$ cat src/rtl/pipe_pkg.sv
// Shared types for the OTTER decode/execute boundary: forwarding selects,
// in-flight producer descriptors and the ID/EX slot payload.
package pipe_pkg;

  localparam int unsigned XLEN   = 32;
  localparam int unsigned REG_AW = 5;

  typedef enum logic [1:0] {
    FWD_NONE  = 2'b00,
    FWD_EXMEM = 2'b01,
    FWD_MEMWB = 2'b10
  } fwd_sel_t;

  typedef struct packed {
    logic              valid;
    logic [REG_AW-1:0] rd;
    logic              rd_we;
  } prod_t;

  typedef struct packed {
    logic              valid;
    logic [XLEN-1:0]   op1;
    logic [XLEN-1:0]   op2;
    fwd_sel_t          fwd1;
    fwd_sel_t          fwd2;
    logic [REG_AW-1:0] rd;
    logic              rd_we;
    logic              is_load;
    logic [XLEN-1:0]   pc;
    logic [XLEN-1:0]   imm;
  } ex_slot_t;

  // A producer only matters if it will really write a non-x0 register.
  function automatic logic is_live(input prod_t p);
    return p.valid && p.rd_we && (p.rd != '0);
  endfunction

endpackage

$ cat src/rtl/src_fwd_sel.sv
// Per-source operand resolution: picks the EX forwarding select for the two
// younger producers, otherwise bypasses the uncommitted writeback value.
module src_fwd_sel
  import pipe_pkg::*;
(
  input  logic [REG_AW-1:0] adr,
  input  logic              used,
  input  prod_t             ex_prod,
  input  prod_t             mem_prod,
  input  logic              wb_en,
  input  logic [REG_AW-1:0] wb_wa,
  input  logic [XLEN-1:0]   rf_data,
  input  logic [XLEN-1:0]   wb_wd,
  output logic [XLEN-1:0]   operand_c,
  output fwd_sel_t          sel_c
);

  // Nearest producer wins; the WB write only patches the captured operand.
  always_comb begin
    operand_c = rf_data;
    sel_c     = FWD_NONE;
    if (used && (adr != '0)) begin
      if (is_live(ex_prod) && (ex_prod.rd == adr)) begin
        sel_c = FWD_EXMEM;
      end else if (is_live(mem_prod) && (mem_prod.rd == adr)) begin
        sel_c = FWD_MEMWB;
      end else if (wb_en && (wb_wa == adr)) begin
        operand_c = wb_wd;
      end
    end
  end

endmodule

$ cat src/rtl/id_ex_operand_stage.sv
// ID/EX pipeline register with operand capture, forwarding-select precompute,
// load-use stall detection and flush/stall bubble insertion.
module id_ex_operand_stage
  import pipe_pkg::*;
(
  input  logic                 CLK,
  input  logic                 RST,
  input  logic                 ID_VALID,
  input  logic [REG_AW-1:0]    ID_RS1_ADR,
  input  logic [REG_AW-1:0]    ID_RS2_ADR,
  input  logic                 ID_RS1_USED,
  input  logic                 ID_RS2_USED,
  input  logic [REG_AW-1:0]    ID_RD,
  input  logic                 ID_RD_WE,
  input  logic                 ID_IS_LOAD,
  input  logic [XLEN-1:0]      ID_PC,
  input  logic [XLEN-1:0]      ID_IMM,
  input  logic [XLEN-1:0]      RF_RS1,
  input  logic [XLEN-1:0]      RF_RS2,
  input  logic [REG_AW-1:0]    WB_WA,
  input  logic [XLEN-1:0]      WB_WD,
  input  logic                 WB_EN,
  input  logic                 EX_FLUSH,
  output logic                 STALL,
  output logic                 EX_VALID,
  output logic [XLEN-1:0]      EX_OP1,
  output logic [XLEN-1:0]      EX_OP2,
  output fwd_sel_t             EX_FWD1,
  output fwd_sel_t             EX_FWD2,
  output logic [REG_AW-1:0]    EX_RD,
  output logic                 EX_RD_WE,
  output logic                 EX_IS_LOAD,
  output logic [XLEN-1:0]      EX_PC,
  output logic [XLEN-1:0]      EX_IMM
);

  ex_slot_t        ex_q;
  ex_slot_t        ex_d;
  prod_t           mem_q;
  prod_t           ex_prod;
  logic [XLEN-1:0] op1_c;
  logic [XLEN-1:0] op2_c;
  fwd_sel_t        sel1_c;
  fwd_sel_t        sel2_c;
  logic            load_use_c;

  assign ex_prod = '{valid: ex_q.valid, rd: ex_q.rd, rd_we: ex_q.rd_we};

  src_fwd_sel u_src1 (
    .adr       (ID_RS1_ADR),
    .used      (ID_RS1_USED),
    .ex_prod   (ex_prod),
    .mem_prod  (mem_q),
    .wb_en     (WB_EN),
    .wb_wa     (WB_WA),
    .rf_data   (RF_RS1),
    .wb_wd     (WB_WD),
    .operand_c (op1_c),
    .sel_c     (sel1_c)
  );

  src_fwd_sel u_src2 (
    .adr       (ID_RS2_ADR),
    .used      (ID_RS2_USED),
    .ex_prod   (ex_prod),
    .mem_prod  (mem_q),
    .wb_en     (WB_EN),
    .wb_wa     (WB_WA),
    .rf_data   (RF_RS2),
    .wb_wd     (WB_WD),
    .operand_c (op2_c),
    .sel_c     (sel2_c)
  );

  // Load result is not available until WB-side of MEM, so the consumer waits one cycle.
  always_comb begin
    load_use_c = 1'b0;
    if (ID_VALID && is_live(ex_prod) && ex_q.is_load) begin
      load_use_c = (ID_RS1_USED && (ID_RS1_ADR == ex_q.rd)) ||
                   (ID_RS2_USED && (ID_RS2_ADR == ex_q.rd));
    end
  end

  assign STALL = load_use_c && !EX_FLUSH && !RST;

  // Bubbles are fully zeroed so they can never look like a producer.
  always_comb begin
    ex_d = '0;
    if (!(RST || EX_FLUSH || STALL)) begin
      ex_d.valid   = ID_VALID;
      ex_d.op1     = op1_c;
      ex_d.op2     = op2_c;
      ex_d.fwd1    = sel1_c;
      ex_d.fwd2    = sel2_c;
      ex_d.rd      = ID_RD;
      ex_d.rd_we   = ID_RD_WE;
      ex_d.is_load = ID_IS_LOAD;
      ex_d.pc      = ID_PC;
      ex_d.imm     = ID_IMM;
    end
  end

  always_ff @(posedge CLK) begin
    if (RST) begin
      ex_q  <= '0;
      mem_q <= '0;
    end else begin
      ex_q  <= ex_d;
      mem_q <= ex_prod;
    end
  end

  assign EX_VALID   = ex_q.valid;
  assign EX_OP1     = ex_q.op1;
  assign EX_OP2     = ex_q.op2;
  assign EX_FWD1    = ex_q.fwd1;
  assign EX_FWD2    = ex_q.fwd2;
  assign EX_RD      = ex_q.rd;
  assign EX_RD_WE   = ex_q.rd_we;
  assign EX_IS_LOAD = ex_q.is_load;
  assign EX_PC      = ex_q.pc;
  assign EX_IMM     = ex_q.imm;

endmodule
$ cat config.mk
export PLATFORM = sky130hd
export DESIGN_NAME = id_ex_operand_stage
export DESIGN_NICKNAME = d
export VERILOG_FILES = /design/src/rtl/pipe_pkg.sv /design/src/rtl/src_fwd_sel.sv /design/src/rtl/id_ex_operand_stage.sv
export SDC_FILE = /design/constraint.sdc
export NUM_CORES = 1
export LEC_CHECK = 0
export CAP_MARGIN = 10
export CORE_AREA = 2 2 128 130
export CTS_BUF_LIST = sky130_fd_sc_hd__clkbuf_16
export DETAILED_ROUTE_END_ITERATION = 6
export DIE_AREA = 0 0 130 132
export PLACE_DENSITY = 0.8
export SLEW_MARGIN = 30
export SYNTH_ARGS = -nofsm -noshare
export SYNTH_HDL_FRONTEND = slang
export SYNTH_SLANG_ARGS = --single-unit
$ cat constraint.sdc
create_clock -name CLK -period 4.72 [get_ports CLK]
set_input_delay 0.944 -clock CLK [delete_from_list [all_inputs] [get_ports CLK]]
set_output_delay 0.944 -clock CLK [all_outputs]
set_load 0.1 [all_outputs]
run_1/port_nets.png
Scale: 4 px per µm.
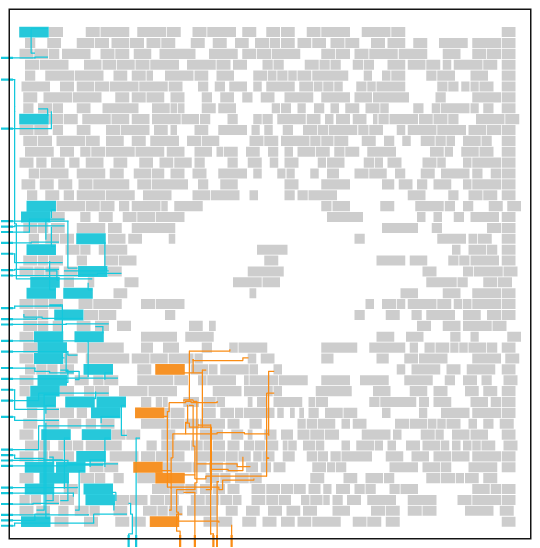
- `EX_IMM`: cyan (bits 32; direction output; edge 30 west, 2 south; end cells 32; buffers 32; wire 898 µm)
- `EX_RD`: orange (bits 5; direction output; edge south; end cells 5; buffers 5; wire 429 µm)

run_1/final_placement.png
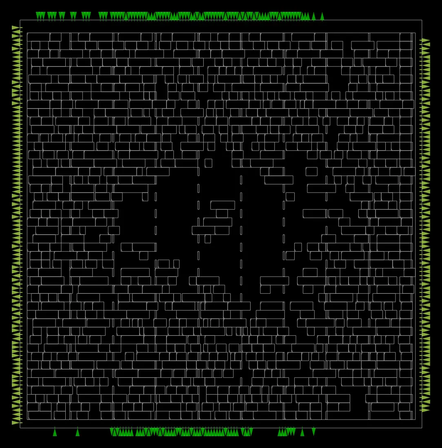
final cell count without fillers: 1080
fill cell count: 1263
core area: 0.01571 mm²

==> results.py, run 1 <==
# Synthesis and PnR figures
metrics = {
    "power_and_ir_drop": {
        "switching_share_pct": 31.53,
        "irDropWorstVdd_v": 0.0002589,
        "p_sw_mw": 1.081,
        "p_int_mw": 2.348,
        "leakage_nw": 3.437,
        "p_comb_share_pct": 22.7,
    },
    "routing": {
        "topRoutingLayerUsed": "met4",
        "vias": 5904,
        "drtAntennaViolNets": 0,
        "drtIter0Drc": 354,
        "met3RoutedLength_um": 2319,
        "wl_met1_um": 8485,
        "routed_wirelength_um": 22430,
        "drc": 0,
        "wl_met2_um": 10930,
        "wl_per_cell_um": 20.77,
    },
    "synth": {
        "adder_share_pct": 0,
        "synth_top_area_share_pct": 46.67,
        "topCellsByArea": "dfxtp_1 47%, a211oi_2 9.1%, nand4_1 6.5%",
        "largest_area_cell": "dfxtp_1",
        "yosysChipArea_mm2": 0.006306,
        "ys_sh_simple_pct": 20.83,
        "netlist_area_mm2": 0.006306,
        "synth-edff-count": 0,
        "syn_area_per_cell_um2": 11.20,
        "synthCells": 563,
        "ys.flops": 147,
        "synth-async-reset-ratio_pct": 0,
        "synth-xor-area-share_pct": 4.167,
        "ff_type": "dfxtp_1",
        "synthTopLogicFamily": "AND-OR/OR-AND gates",
        "syn_nets": 752,
        "yosysWarnings": 0,
        "synthAoiAreaFrac_pct": 21.96,
    },
    "critical_path": {
        "crit_family": "buffers and inverters",
        "critPathBufInv": 2,
        "critical-path-max-stage-delay_ns": 0.51,
        "critPathMaxFanout": 4,
        "required_ns": 3.78,
        "regToRegStartpoint": "EX_RD[1]",
        "worstRegToRegCells": 5,
        "crit_chain": "clkdlybuf4s50_1 -> xor2_1 -> nor4_4 -> and3_1 -> o2111a_4 -> buf_12",
    },
    "layout": {
        "most-common-layout-cells": "318 x clkdlybuf4s50_1, 147 x dfxtp_1, 66 x nand4_1",
        "largestClassByArea": "non-clock buffers",
        "synthToLayoutAreaGrowth_pct": 61.09,
        "buffers": 342,
        "buffer_area_share_pct": 33.17,
        "flops": 147,
        "comb_cells": 343,
        "antennaDiodeCount": 0,
        "final_nets": 1041,
        "seq-cell-share_pct": 28.97,
        "design_area_mm2": 0.01016,
        "regArea_mm2": 0.002943,
        "drive_above_1_share_pct": 17.01,
        "layout_top_cell": "clkdlybuf4s50_1",
        "n_clock_buffer": 17,
    },
    "timing": {
        "final-hold-violation-count": 0,
        "fmax_ghz": 0.2665,
        "period_needed_ns": 3.752,
        "tightest_slew_ns": 1.050,
    },
    "clock_tree": {
        "cts_tree": "done",
        "cts-resized-gates": 0,
        "clockBufferDepth": 2,
        "numCtsBuffers": 17,
        "clk_pin_slew_ns": 0.06,
        "root_buffer": "clkbuf_16",
        "cts_sinks": 147,
        "insertion_delay_ns": 0.42,
    },
    "status": {
        "outcome": "complete, no violations",
    },
    "global_route": {
        "track_usage_pct": 25.31,
        "grt_pass1_wl_um": 32990,
        "antenna_found_initial": 0,
        "grt_use_met3_pct": 9.416,
        "grt_start_max_net_pins": 141,
        "use_met1_pct": 28.62,
    },
    "place": {
        "io_buffer_count": 329,
        "gp_congestion": 0.8200,
        "place_hpwl_um": 15180,
    },
    "die": {
        "taps": 216,
        "fp_util_pct": 40.13,
        "placementRows": 46,
    },
    "job": {
        "cap_violations": 0,
    },
    "hold_path": {
        "whs_endpoint": "mem_q[6]",
    },
}
run_1/clock_map.png
Scale: 2 px per µm.
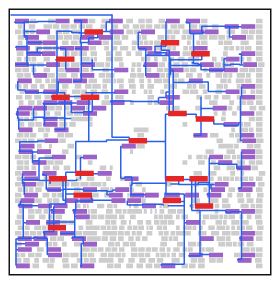
- clock wires: blue (length 1970 µm)
- flip-flops: purple (count 147)
- cells driving clock nets: red (count 17)
- flops lie: spread over the die
Clock Power: 1.34 mW
Clk pwr share: 39.1%
clock skew: 0.007793 ns

==> run 1: per-stage QoR <==
| stage | util, % | std cells | hold slack (ns) | setup slack, ns |
|---|---|---|---|---|
| floorplan | - | 563 | 0.8601 | 1.190 |
| global placement | 61.23 | 1049 | 0.5138 | 1.046 |
| detailed placement | 61.07 | 1049 | 0.5190 | 0.9829 |
| CTS | 64.76 | 1080 | 0.5270 | 0.9735 |
| global route | 64.65 | 1080 | 0.5440 | 0.8827 |
| finish | 64.65 | 1080 | 0.5297 | 0.9675 |
==> run 1: power groups by stage <==
stage	sequential [mW]	combinational, mW	clock [mW]
floorplan	1.68	0.145	0
global placement	1.33	0.775	0
detailed placement	1.34	0.778	0
CTS	1.31	0.782	1.37
global route	1.31	0.807	1.41
finish	1.31	0.779	1.34
==> run 2: changes to the inputs <==
- CORE_AREA: 2 2 128 130 -> not set
- CORE_MARGIN: not set -> 2
- CORE_UTILIZATION: not set -> 36
- DIE_AREA: 0 0 130 132 -> not set
- PLACE_DENSITY: 0.8 -> 0.76
- clock period: 4.72 -> 3.04 ns (I/O delays scaled with it)
run_2/final_placement.png
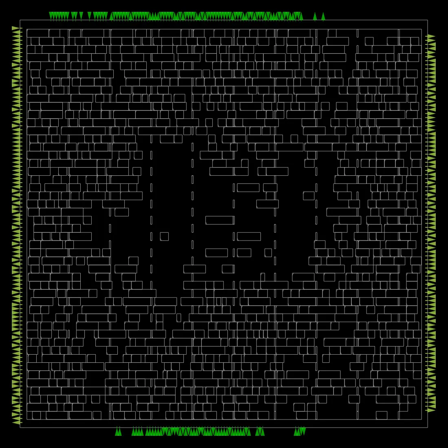
core area: 0.01724 mm²
fill cell count: 1490
flip-flops: 147
final cell count without fillers: 1109

run_2/cell_classes.png
Scale: 2 px per µm.
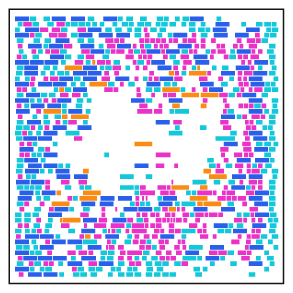
- clock drivers and dummy loads: orange (cells 32)
- flip-flops: blue (cells 147)
- all other logic: magenta (cells 344)
- other buffers and delay cells: cyan (cells 361)
sequential share of cell area: 29.14%
fin util: 58.69%
# rows: 48
Finished Cell Area: 0.01012 mm²

run_2/port_nets.png
Scale: 3 px per µm.
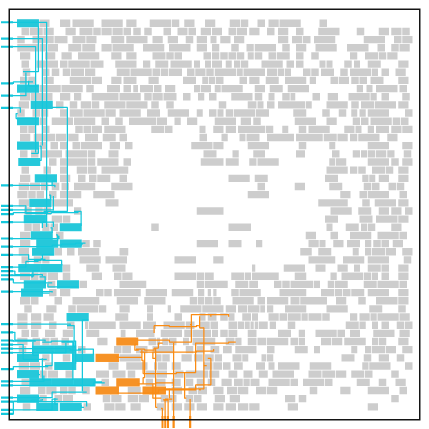
- `EX_IMM`: cyan (bits 32; direction output; edge west; end cells 32; buffers 32; wire 909 µm)
- `EX_RD`: orange (bits 5; direction output; edge south; end cells 5; buffers 5; wire 361 µm)

==> run 2 against run 1 <==
- clock power increased by 48%
- final cell count increased by 2.7%
- global-route usage decreased by 1.4 points
- combinational power increased by 57%
- largest power group is now registers
- highest routed layer unchanged
==> results.py, run 2 <==
# Synthesis and PnR figures
metrics = {
    "layout": {
        "inverters_excl_clock": 1,
        "final_nets": 1060,
        "synthToLayoutAreaGrowth_pct": 60.42,
        "buffers": 361,
        "most-common-layout-cells": "188 x clkdlybuf4s50_1, 161 x buf_4, 143 x dfxtp_1",
        "regArea_mm2": 0.002948,
        "n_clock_buffer": 17,
        "layout_top_cell": "clkdlybuf4s50_1",
        "combAreaFraction_pct": 29.59,
        "buffer_area_share_pct": 33.00,
        "comb_cells": 343,
        "drive_above_1_share_pct": 34.05,
        "logic_area_mm2": 0.002993,
        "largestClassByArea": "non-clock buffers",
        "antennaDiodeCount": 0,
    },
    "clock_tree": {
        "cts-resized-gates": 0,
        "cts_tree": "done",
        "clockBufferDepth": 2,
        "insertion_delay_ns": 0.42,
        "cts_sinks": 147,
        "htreeDepth": 4,
        "cts_hold_buf": 0,
        "clk_pin_slew_ns": 0.06,
        "root_buffer": "clkbuf_16",
        "numCtsBuffers": 17,
    },
    "synth": {
        "synth_top_area_share_pct": 46.67,
        "netlist_area_mm2": 0.006306,
        "syn_area_per_cell_um2": 11.20,
        "ys_sh_simple_pct": 20.83,
        "adder_share_pct": 0,
        "synthTopLogicFamily": "AND-OR/OR-AND gates",
        "synthAoiAreaFrac_pct": 21.96,
        "synth_seq_share_pct": 46.67,
        "ff_type": "dfxtp_1",
        "syn_nets": 752,
        "synth-edff-count": 0,
        "yosysChipArea_mm2": 0.006306,
        "ys.flops": 147,
        "topCellsByArea": "dfxtp_1 47%, a211oi_2 9.1%, nand4_1 6.5%",
        "synthCells": 563,
        "yosysWarnings": 0,
        "synth-async-reset-ratio_pct": 0,
        "synthTopCellsByCount": "147 x dfxtp_1, 66 x nand4_1, 54 x o31ai_1",
        "synth-xor-area-share_pct": 4.167,
        "synth_top_cell_by_count": "dfxtp_1",
        "largest_area_cell": "dfxtp_1",
    },
    "global_route": {
        "antenna_found_initial": 0,
        "track_usage_pct": 23.92,
        "grt_pass1_wl_um": 33810,
        "grt_start_max_net_pins": 141,
    },
    "critical_path": {
        "rrSetupSlack_ns": 0.64,
        "cp-endpoint": "STALL",
        "cp-start-kind": "primary input",
        "required_ns": 2.43,
        "critPathMaxFanout": 4,
        "worstRegToRegCells": 6,
        "critPathLaunch": "ID_RS1_ADR[1]",
        "cp.arrival_ns": 2.28,
        "regToRegStartpoint": "EX_RD[1]",
        "criticalPathCategory": "primary input to output pin",
        "timing.rr.end": "EX_OP2[30]",
    },
    "routing": {
        "vias_per_cell": 5.369,
        "vias": 5954,
        "drtAntennaViolNets": 0,
        "routed_wirelength_um": 22890,
        "drtIter0Drc": 318,
        "wl_per_cell_um": 20.64,
        "drc": 0,
    },
    "power_and_ir_drop": {
        "leakage_nw": 3.804,
        "irDropWorstVdd_v": 0.0003925,
        "power.density_mw_per_mm2": 517.8,
        "totalPowerFinal_mw": 5.238,
    },
    "status": {
        "outcome": "complete, no violations",
    },
    "timing": {
        "drv_slew": 0,
        "finalCritPeriodShare_pct": 95.00,
        "period_needed_ns": 2.888,
        "fmax_ghz": 0.3463,
        "setup_tns_ns": 0,
        "final-hold-violation-count": 0,
        "setup_viol": 0,
        "tightest_slew_ns": 0.8855,
        "fin_hold_ws_ns": 0.5245,
        "clock_skew_ns": 0.008215,
        "fin_ws_ns": 0.1520,
        "grt_setup_unrepaired": "false",
    },
    "hold_path": {
        "whs_endpoint": "mem_q[6]",
        "hp-class": "register to register",
        "worstHoldStart": "EX_VALID",
    },
    "place": {
        "io_buffer_count": 329,
        "dpl.cell_count": 1076,
        "gp_congestion": 0.8777,
        "postPlaceCellArea_mm2": 0.009537,
        "dp_slack_ns": -0.08700,
        "place_hpwl_um": 16020,
    },
    "die": {
        "fp_util_pct": 36.59,
        "die_area_mm2": 0.01859,
        "taps": 225,
    },
    "job": {
        "cap_violations": 0,
    },
}
-- run 2: metal layers --
layer / GRT usage [%] / vias up / wire length, µm
li1: - / 2781 / -
met1: 27.88 / 2797 / 8906
met2: 39.73 / 332 / 10910
met3: 8.277 / 44 / 2338
met4: 10.47 / 0 / 739
met5: 0 / - / 0
-- run 2: report_power, final --
part / leakage [nW] / internal [mW] / switching, mW
Combinational: 2.32 / 0.432 / 0.790
Clock: 0.273 / 1.07 / 0.911
Sequential: 1.21 / 2.00 / 0.0312
-- run 2: worst max-delay path: stages --
cell	delay, ns
clkdlybuf4s50_1	0.58
xnor2_1	0.16
nand4_1	0.14
nor3b_1	0.30
o2111a_4	0.31
buf_12	0.18
==> run 3: changes to the inputs <==
- CORE_AREA: not set -> 2 2 128 130
- CORE_MARGIN: 2 -> not set
- CORE_UTILIZATION: 36 -> not set
- DIE_AREA: not set -> 0 0 130 132
- DONT_BUFFER_PORTS: not set -> 1
- PLACE_DENSITY: 0.76 -> 0.55
- SKIP_CTS_REPAIR_TIMING: not set -> 1
run_3/cell_classes.png
Scale: 2 px per µm.
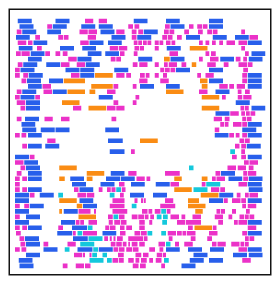
- flip-flops: blue (cells 147)
- clock drivers and dummy loads: orange (cells 32)
- other buffers and delay cells: cyan (cells 27)
- all other logic: magenta (cells 344)
# rows: 46
sequential share of cell area: 41.61%
Finished Cell Area: 0.007091 mm²
fin util: 45.13%

run_3/clock_map.png
Scale: 2 px per µm.
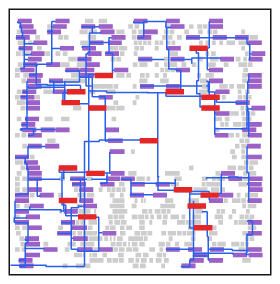
- clock wires: blue (length 1790 µm)
- flip-flops: purple (count 147)
- cells driving clock nets: red (count 17)
- flops lie: spread over the die

run_3/port_nets.png
Scale: 4 px per µm.
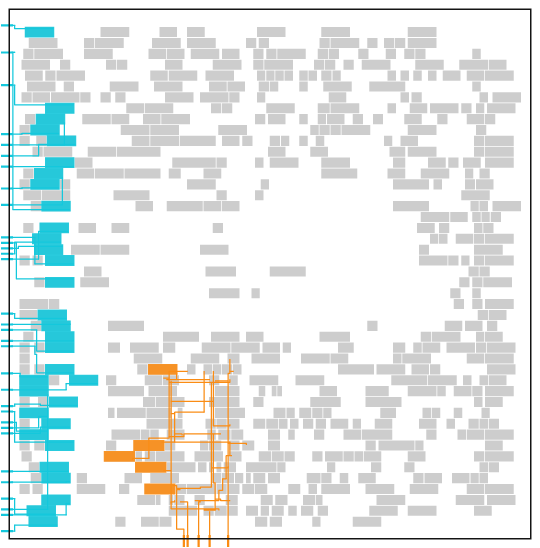
- `EX_IMM`: cyan (bits 32; direction output; edge west; end cells 32; buffers 0; wire 590 µm)
- `EX_RD`: orange (bits 5; direction output; edge south; end cells 5; buffers 5; wire 387 µm)
Port Buf Inserts: 0
number of I/O pins: 330

==> run 3 against run 2 <==
- synthesized cell count stayed put
- highest routed layer unchanged
- die area fell by 7.7%
- clock power increased by 8%
- first-iteration DRC count fell by 17%
- critical endpoint unchanged
- sequential share of layout area up 12 points
- wire length is 16% lower
- worst setup slack gained 0.18 ns
- clock-buffer cell count did not move
- via count is 22% lower
==> results.py, run 3 <==
# Synthesis and PnR figures
metrics = {
    "critical_path": {
        "cp-start-kind": "register",
        "endpoint_kind": "output pin",
        "regToRegStartpoint": "EX_RD[3]",
        "rrSetupSlack_ns": 0.54,
        "timing.rr.end": "EX_FWD1[1]",
        "critPathMaxFanout": 4,
        "critPathLaunch": "EX_RD[3]",
        "criticalPathCategory": "register to output pin",
        "required_ns": 2.43,
        "worstRegToRegCells": 6,
        "cp-endpoint": "STALL",
        "cp.arrival_ns": 2.10,
    },
    "timing": {
        "fin_hold_ws_ns": 0.2651,
        "drv_slew": 0,
        "slew_headroom_pct": 31.10,
        "setup_tns_ns": 0,
        "finalCritPeriodShare_pct": 89.11,
        "final-hold-violation-count": 0,
        "period_needed_ns": 2.709,
        "setup_viol": 0,
        "clock_skew_ns": 0.01439,
        "grt_setup_unrepaired": "false",
        "tightest_slew_ns": 1.032,
        "fmax_ghz": 0.3691,
        "fin_ws_ns": 0.3311,
    },
    "routing": {
        "wl_met1_um": 7333,
        "wl_per_cell_um": 25.14,
        "first_pass_iters": 5,
        "vias_per_cell": 6.035,
        "met3RoutedLength_um": 1795,
        "routed_wirelength_um": 19260,
        "topRoutingLayerUsed": "met4",
        "drc": 0,
        "drtAntennaViolNets": 0,
        "wl_met2_um": 9915,
        "vias": 4623,
        "drtIter0Drc": 265,
    },
    "synth": {
        "largest_area_cell": "dfxtp_1",
        "synthAoiAreaFrac_pct": 21.96,
        "ff_type": "dfxtp_1",
        "synth_top_cell_by_count": "dfxtp_1",
        "ys_sh_simple_pct": 20.83,
        "synthCells": 563,
        "ys.flops": 147,
        "synthTopCellsByCount": "147 x dfxtp_1, 66 x nand4_1, 54 x o31ai_1",
        "topCellsByArea": "dfxtp_1 47%, a211oi_2 9.1%, nand4_1 6.5%",
        "synth_top_area_share_pct": 46.67,
        "yosysWarnings": 0,
        "synth_stat.cells": 563,
        "netlist_area_mm2": 0.006306,
        "synth_seq_share_pct": 46.67,
        "ys_sh_mux_pct": 0,
        "syn_area_per_cell_um2": 11.20,
        "synthTopLogicFamily": "AND-OR/OR-AND gates",
        "synth-edff-count": 0,
        "synth-async-reset-ratio_pct": 0,
        "syn_nets": 752,
        "adder_share_pct": 0,
        "yosysChipArea_mm2": 0.006306,
        "synth-xor-area-share_pct": 4.167,
        "synthDistinctLibCells": 37,
    },
    "job": {
        "tool_warnings": 28,
        "cap_violations": 0,
    },
    "layout": {
        "final_nets": 726,
        "layout_top_cell": "dfxtp_1",
        "drive_above_1_share_pct": 28.55,
        "n_fill_cell": 1451,
        "synthToLayoutAreaGrowth_pct": 12.44,
        "most-common-layout-cells": "141 x dfxtp_1, 66 x nand4_1, 53 x o31ai_1",
        "antennaDiodeCount": 0,
        "instances_no_fill": 766,
    },
    "global_route": {
        "busiest_layer": "met2",
        "use_met2_pct": 37.64,
        "use_met1_pct": 26.02,
        "overflow": 0,
        "track_usage_pct": 22.17,
        "antenna_found_initial": 0,
        "grt_start_max_net_pins": 141,
        "grt_pass1_vias": 4868,
        "grt_pass1_wl_um": 29190,
        "grt_use_met3_pct": 7.833,
    },
    "die": {
        "fp.coreArea_mm2": 0.01571,
        "fp_util_pct": 40.13,
        "die_area_mm2": 0.01716,
        "fp.dieW_um": 130,
        "die_y_um": 132,
    },
    "place": {
        "dpl.cell_count": 734,
        "postPlaceCellArea_mm2": 0.006479,
        "place_hpwl_um": 13190,
        "dp_slack_ns": 0.4204,
        "gp_congestion": 0.7932,
    },
    "clock_tree": {
        "cts_tree": "done",
        "root_buffer": "clkbuf_16",
        "cts_sinks": 147,
        "numCtsBuffers": 17,
        "clk_pin_slew_ns": 0.06,
        "htreeDepth": 4,
        "clockBufferDepth": 2,
        "insertion_delay_ns": 0.42,
    },
    "power_and_ir_drop": {
        "totalPowerFinal_mw": 5.004,
        "irDropWorstVdd_v": 0.0003661,
        "leakage_nw": 2.298,
        "power.density_mw_per_mm2": 705.7,
    },
    "hold_path": {
        "worstHoldStart": "RST",
        "hp-class": "primary input to register",
        "whs_endpoint": "mem_q[0]",
        "min_path_cells": 1,
    },
    "status": {
        "outcome": "complete, no violations",
    },
}
-- run 3: power by group --
part | internal, mW | switching [mW]
Sequential | 2.00 | 0.544
Clock | 1.25 | 0.893
Combinational | 0.126 | 0.189
Total | 3.38 | 1.63
-- run 3: cell type report --
type | instances | area (µm²) | share of cell area (%)
clock buffer | 17 | 425.4 | 6.000
clock inverter | 15 | 183.9 | 2.594
inverter | 1 | 3.754 | 0.05294
multi-input combinational | 343 | 2992 | 42.19
sequential | 147 | 2950 | 41.61
tap | 216 | 270.3 | 3.812
timing repair buffer | 27 | 265.3 | 3.741
-- run 3: worst max-delay path, cell delays in order (launching register included) --
cell      delay, ns
dfxtp_1        0.33
buf_4          0.32
xor2_1         0.21
nor3b_1        0.32
o2111a_4       0.50

==> screenshots <==
Sequential cells grouped by signal name.
Scale: 2 px per µm.
picture 1
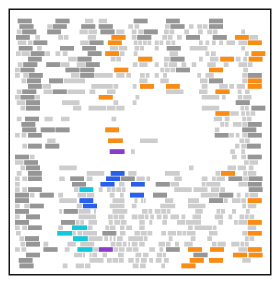
picture 2
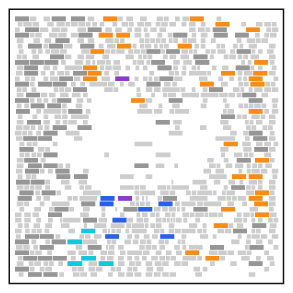
- most cells: picture 2
Picture 1 comes from run 3.
Picture 2 comes from run 2.

Key to picture 2:
- `EX_FWD1`: purple (sequential cells 2)
- `mem_q`: blue (sequential cells 7; where south)
- `EX_RD`: cyan (sequential cells 5)
- `EX_OP1`: orange (sequential cells 32)
- not coloured: 101

No activity file was given, so power comes from the tool's default toggle rates.
